--- src/rtl/load_store_unit.sv ---
// load_store_unit
// Core-side initiator for a single-cycle, word-wide data memory.
// It handles loads LB/LH/LW/LBU/LHU, with sign or zero extension of the result,
// and stores SB/SH/SW. The memory only writes whole words, so SB and SH are
// done as read-modify-write.
//
// Optional feature: define LSU_RANGE_CHECK_EN to reject any address whose bits
// above the memory range are non-zero. When it is undefined, those upper bits
// are ignored and addresses alias onto the memory.
//
// Ports:
//   clk, reset     clock; asynchronous active-high reset
//   req            request strobe, sampled only while idle
//   we             1 = store, 0 = load
//   funct3         RISC-V size/sign code
//   addr           byte address
//   wdata          store data
//   busy           high while an operation is in progress
//   done           one-cycle completion pulse
//   err            request rejected; held until the next accepted request
//   rdata          load result, updated only by successful loads
//   mem_read       memory read strobe
//   mem_write      memory write strobe
//   mem_addr       word index
//   mem_wdata      memory write data
//   mem_rdata      memory read data, valid the cycle after mem_read
module load_store_unit #(
  parameter int IDX_BITS = 5
) (
  input  logic                clk,
  input  logic                reset,
  input  logic                req,
  input  logic                we,
  input  logic [2:0]          funct3,
  input  logic [31:0]         addr,
  input  logic [31:0]         wdata,
  output logic                busy,
  output logic                done,
  output logic                err,
  output logic [31:0]         rdata,
  output logic                mem_read,
  output logic                mem_write,
  output logic [IDX_BITS-1:0] mem_addr,
  output logic [31:0]         mem_wdata,
  input  logic [31:0]         mem_rdata
);

  localparam logic [2:0] IDLE = 3'd0;
  localparam logic [2:0] RD   = 3'd1;
  localparam logic [2:0] CAP  = 3'd2;
  localparam logic [2:0] WR   = 3'd3;
  localparam logic [2:0] DONE = 3'd4;

  logic [2:0]          state_reg, state_next;
  logic                we_reg;
  logic [2:0]          f3_reg;
  logic [IDX_BITS+1:0] addr_reg;
  logic [31:0]         wdata_reg;
  logic [31:0]         wbuf_reg;
  logic [31:0]         rdata_reg;
  logic                err_reg;

  // Request validity, decoded from the live inputs at accept time.
  logic bad_f3, bad_store, misaligned, out_of_range, invalid_req;

  assign bad_f3     = (funct3 == 3'b011) || (funct3 == 3'b110) || (funct3 == 3'b111);
  assign bad_store  = we && funct3[2];
  assign misaligned = ((funct3[1:0] == 2'b01) && addr[0]) ||
                      ((funct3[1:0] == 2'b10) && (addr[1:0] != 2'b00));

`ifdef LSU_RANGE_CHECK_EN
  assign out_of_range = |addr[31:IDX_BITS+2];
`else
  assign out_of_range = 1'b0;
  // Upper address bits alias in this build; they are intentionally unused.
  logic unused_upper_addr;
  assign unused_upper_addr = &{1'b0, addr[31:IDX_BITS+2]};
`endif

  assign invalid_req = bad_f3 || bad_store || misaligned || out_of_range;

  // SW goes straight to the write; everything else valid reads first.
  logic is_sw;
  assign is_sw = we && (funct3 == 3'b010);

  always_comb begin
    state_next = state_reg;
    case (state_reg)
      IDLE: begin
        if (req) begin
          if (invalid_req)  state_next = DONE;
          else if (is_sw)   state_next = WR;
          else              state_next = RD;
        end
      end
      RD:      state_next = CAP;
      CAP:     state_next = we_reg ? WR : DONE;
      WR:      state_next = DONE;
      DONE:    state_next = IDLE;
      default: state_next = IDLE;
    endcase
  end

  // Load lane extraction and extension.
  logic [7:0]  sel_byte;
  logic [15:0] sel_half;
  logic [31:0] load_val;

  always_comb begin
    sel_byte = 8'h00;
    case (addr_reg[1:0])
      2'd0: sel_byte = mem_rdata[7:0];
      2'd1: sel_byte = mem_rdata[15:8];
      2'd2: sel_byte = mem_rdata[23:16];
      2'd3: sel_byte = mem_rdata[31:24];
      default: sel_byte = 8'h00;
    endcase
    sel_half = addr_reg[1] ? mem_rdata[31:16] : mem_rdata[15:0];
    load_val = mem_rdata;
    case (f3_reg[1:0])
      2'b00:   load_val = {{24{sel_byte[7] & ~f3_reg[2]}}, sel_byte};
      2'b01:   load_val = {{16{sel_half[15] & ~f3_reg[2]}}, sel_half};
      default: load_val = mem_rdata;
    endcase
  end

  // Sub-word store merge: each byte lane either takes new store data or
  // keeps the byte just read from memory.
  logic [31:0] merged;

  genvar gi;
  generate
    for (gi = 0; gi < 4; gi++) begin : g_lane
      localparam logic [1:0] LANE = gi;
      logic       lane_en;
      logic [7:0] new_byte;
      assign lane_en  = (f3_reg[1:0] == 2'b00) ? (addr_reg[1:0] == LANE)
                                               : (addr_reg[1] == LANE[1]);
      assign new_byte = (f3_reg[1:0] == 2'b00) ? wdata_reg[7:0]
                                               : wdata_reg[8*(gi%2) +: 8];
      assign merged[8*gi +: 8] = lane_en ? new_byte : mem_rdata[8*gi +: 8];
    end
  endgenerate

  always_ff @(posedge clk or posedge reset) begin
    if (reset) begin
      state_reg <= IDLE;
      we_reg    <= 1'b0;
      f3_reg    <= 3'b000;
      addr_reg  <= '0;
      wdata_reg <= 32'h0;
      wbuf_reg  <= 32'h0;
      rdata_reg <= 32'h0;
      err_reg   <= 1'b0;
    end else begin
      state_reg <= state_next;
      case (state_reg)
        IDLE: begin
          if (req) begin
            we_reg    <= we;
            f3_reg    <= funct3;
            addr_reg  <= addr[IDX_BITS+1:0];
            wdata_reg <= wdata;
            err_reg   <= invalid_req;
            // SW needs no merge, so its data goes directly to the write buffer.
            if (!invalid_req && is_sw) wbuf_reg <= wdata;
          end
        end
        CAP: begin
          if (we_reg) wbuf_reg  <= merged;
          else        rdata_reg <= load_val;
        end
        default: ;
      endcase
    end
  end

  assign busy      = (state_reg != IDLE);
  assign done      = (state_reg == DONE);
  assign err       = err_reg;
  assign rdata     = rdata_reg;
  assign mem_read  = (state_reg == RD);
  assign mem_write = (state_reg == WR);
  assign mem_addr  = addr_reg[IDX_BITS+1:2];
  assign mem_wdata = wbuf_reg;

endmodule

--- config.mk ---
export PLATFORM = sky130hd
export DESIGN_NAME = load_store_unit
export DESIGN_NICKNAME = d
export VERILOG_FILES = /design/src/rtl/load_store_unit.sv
export SDC_FILE = /design/constraint.sdc
export NUM_CORES = 1
export LEC_CHECK = 0
export CORE_MARGIN = 3
export CORE_UTILIZATION = 45
export CTS_CLUSTER_SIZE = 28
export DETAILED_ROUTE_END_ITERATION = 7
export PLACE_DENSITY = 0.84
export SYNTH_ARGS = -nofsm -noshare
export SYNTH_HDL_FRONTEND = slang
export SYNTH_SLANG_ARGS = --single-unit
--- constraint.sdc ---
create_clock -name clk -period 10.8 [get_ports clk]
set_input_delay 3.24 -clock clk [delete_from_list [all_inputs] [get_ports clk]]
set_output_delay 3.24 -clock clk [all_outputs]
set_load 0.01 [all_outputs]
Figure 1. Routed metal, one color a layer.
Two of the layers only.
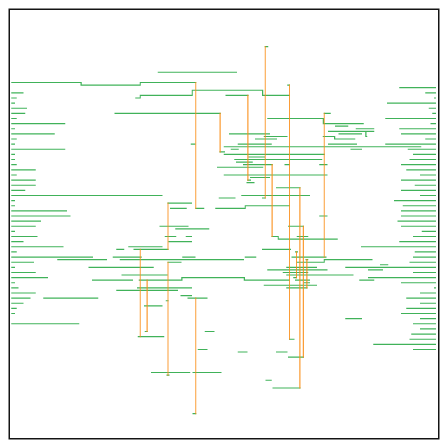
- green: met3 (wire length 1590 um)
- orange: met4 (wire length 442 um)

Figure 2. Sequential cells grouped by signal name.
Other sequential cells in the stronger gray, the rest of the logic in the fainter gray.
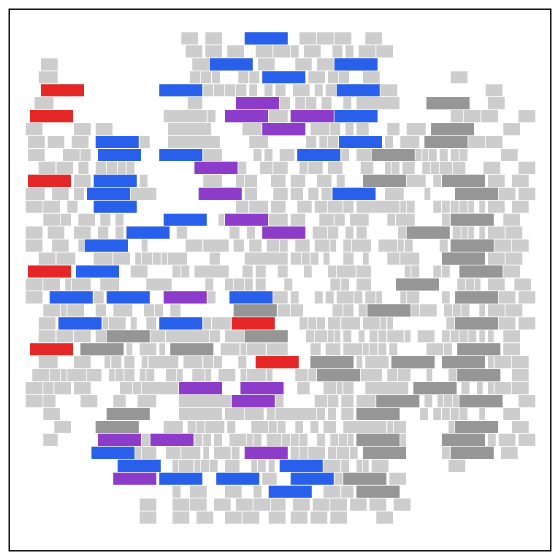
- purple: `wdata_reg` (flops 16)
- blue: `mem_wdata` (flops 32)
- red: `addr_reg` (flops 7)
- not colored: 40

==> impl_metrics.ini <==
; flow metrics
[outcome]
outcome = finished clean

[cts]
numCtsBuffers = 9
htree_levels = 3
post_cts_resized = 0
clk_pin_slew_ns = 0.07
insertion_delay_ns = 0.35
postCtsHoldBufs = 0
cts_tree = built
root_buffer = clkbuf_16
post_cts_buffers = 0
cts_sinks = 95
clk_path_buf_depth = 2

[final_layout]
sh_comb_area_pct = 36.5
drive_above_1_share_pct = 12.0
seq_share_pct = 33.9
final_cell_mix = clkdlybuf4s50_1, dfrtp_1, nand3_1, mux2_2, nand2_1
n_antenna_cell = 0
fill_cells = 906
logic_gates = 395
design.seq.count = 95
regArea_um2 = 2380
clkbuf_count = 10
layout_top_cell = clkdlybuf4s50_1
inverters = 3
design_area_um2 = 7020
logic_area_um2 = 2560
largest_cell_class = multi-input combinational cells
final-clk-cell-share_pct = 4.72
buffers = 158
nNetsFinal = 765
area_growth_pct = 35.3
buf_share_pct = 22.2
fin_util_pct = 63.4

[global_route]
grt-busiest-layer = met2
first_global_vias = 4786
use_met3_pct = 6.58
grt_antenna_before_repair = 0
overflow = 0
grt_max_degree = 60
grt_pass1_wl_mm = 26.2
grtUsageTotal_pct = 25.9
met1_usage_pct = 36.5

[setup_path]
slowest_delay_ns = 0.72
r2r_end = rdata[7]
ff2ff_setup_slack_ns = 7.68
critPathTopFamily = AND-OR/OR-AND gates
path_max_fanout = 17
startpoint = addr[0]
endpoint = mem_wdata[7]
criticalPathCategory = primary input to flip-flop
r2r_start = state_reg[1]
path_buffers = 1
cp-end-kind = flip-flop
cp.depth = 5
crit_chain = clkdlybuf4s50_1, or4_4, o31ai_4, nand2_1, a22o_1
start_kind = primary input
worst_ep_arrival_time_ns = 5.83

[power_and_ir_drop]
powerClk_mw = 0.351
p_leak_nw = 2.80
pwr-share-comb_pct = 51.3
power_switching_share_pct = 39.9
p_sw_mw = 0.850
clkPwrFrac_pct = 16.5
finalPower_mw = 2.13
p_seq_mw = 0.685
intPower_mw = 1.28
powerDensity_nw_per_um2 = 303
pwr-share-seq_pct = 32.2
largestPowerGroup = combinational cells

[synthesis]
synth.avg_cell_area_um2 = 9.51
netlist.area_leader.share_pct = 45.8
aoi_share_pct = 18.6
ys.flop_type = dfrtp_1
ys_types = 47
most_common_cell = dfrtp_1
ys_chip_area_um2 = 5190
xor_share_pct = 0
syn_inst = 546
syn_area_um2 = 5190
async_flop_share_pct = 100
synthTopCellsByCount = dfrtp_1, nand3_1, mux2_2, nand2_1, clkbuf_1
logic_family = simple AND/OR/NAND/NOR gates
synth_stat.cells = 546
area_leaders = dfrtp_1, mux2_2, nand3_1
yosysTopAreaCell = dfrtp_1
ys_sh_mux_pct = 10.4
yosys_warnings = 0
synth_nets = 649
synth_adder_area_share_pct = 0
ys_seq_share_pct = 45.8
edf_count = 0
ys_ff = 95

[sta]
finalMaxSlewViolations = 0
worst_slew_pin_slew_ns = 1.28
fmax_mhz = 179
rsz0062_at_grt = false
finalClockPeriodUsage_pct = 51.8
finClkSkew_ns = 0.00534
timing.final.crit_period_ns = 5.59
finalWorstSetupSlack_ns = 5.21
setup_violations = 0
max_slew_margin_pct = 14.2
holdWs_ns = 0.500
hold_violations = 0

[detailed_routing]
first_pass_iters = 5
drc = 0
vias = 4959
ant_nets = 0
wl_mm = 16.8
detail_route.wl_per_cell_um = 20.8
wl_met2_mm = 7.48
drtIter0Drc = 717
wl_met3_mm = 1.59
via_per_inst = 6.14
routed.top_layer = met4

[place]
place_ws_ns = 4.89
port_buffers = 151
dpl.cell_count = 790

[die]
die_w_um = 113
placementRows = 38
fp.coreArea_um2 = 11100
num_io_pins = 177
floorplan.core_util_pct = 46.9
n_tap_cell = 140
fp.dieArea_um2 = 12900

[hold_path]
min_path_cells = 2
holdCritPathClass = flip-flop to flip-flop
hp-start = rdata[25]

[flow_run]
max_cap_violations = 0
Figure 3. The metal 2 layer.
The bar under the picture is 20 um long.
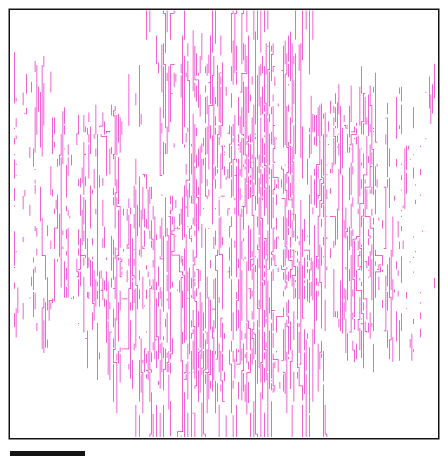
- longest straight run: 46.6 um
- wire length on this layer: 7480 um
- share of all routed wire: 45%

Power figures rest on the tool's default switching activity, not on a simulated workload.
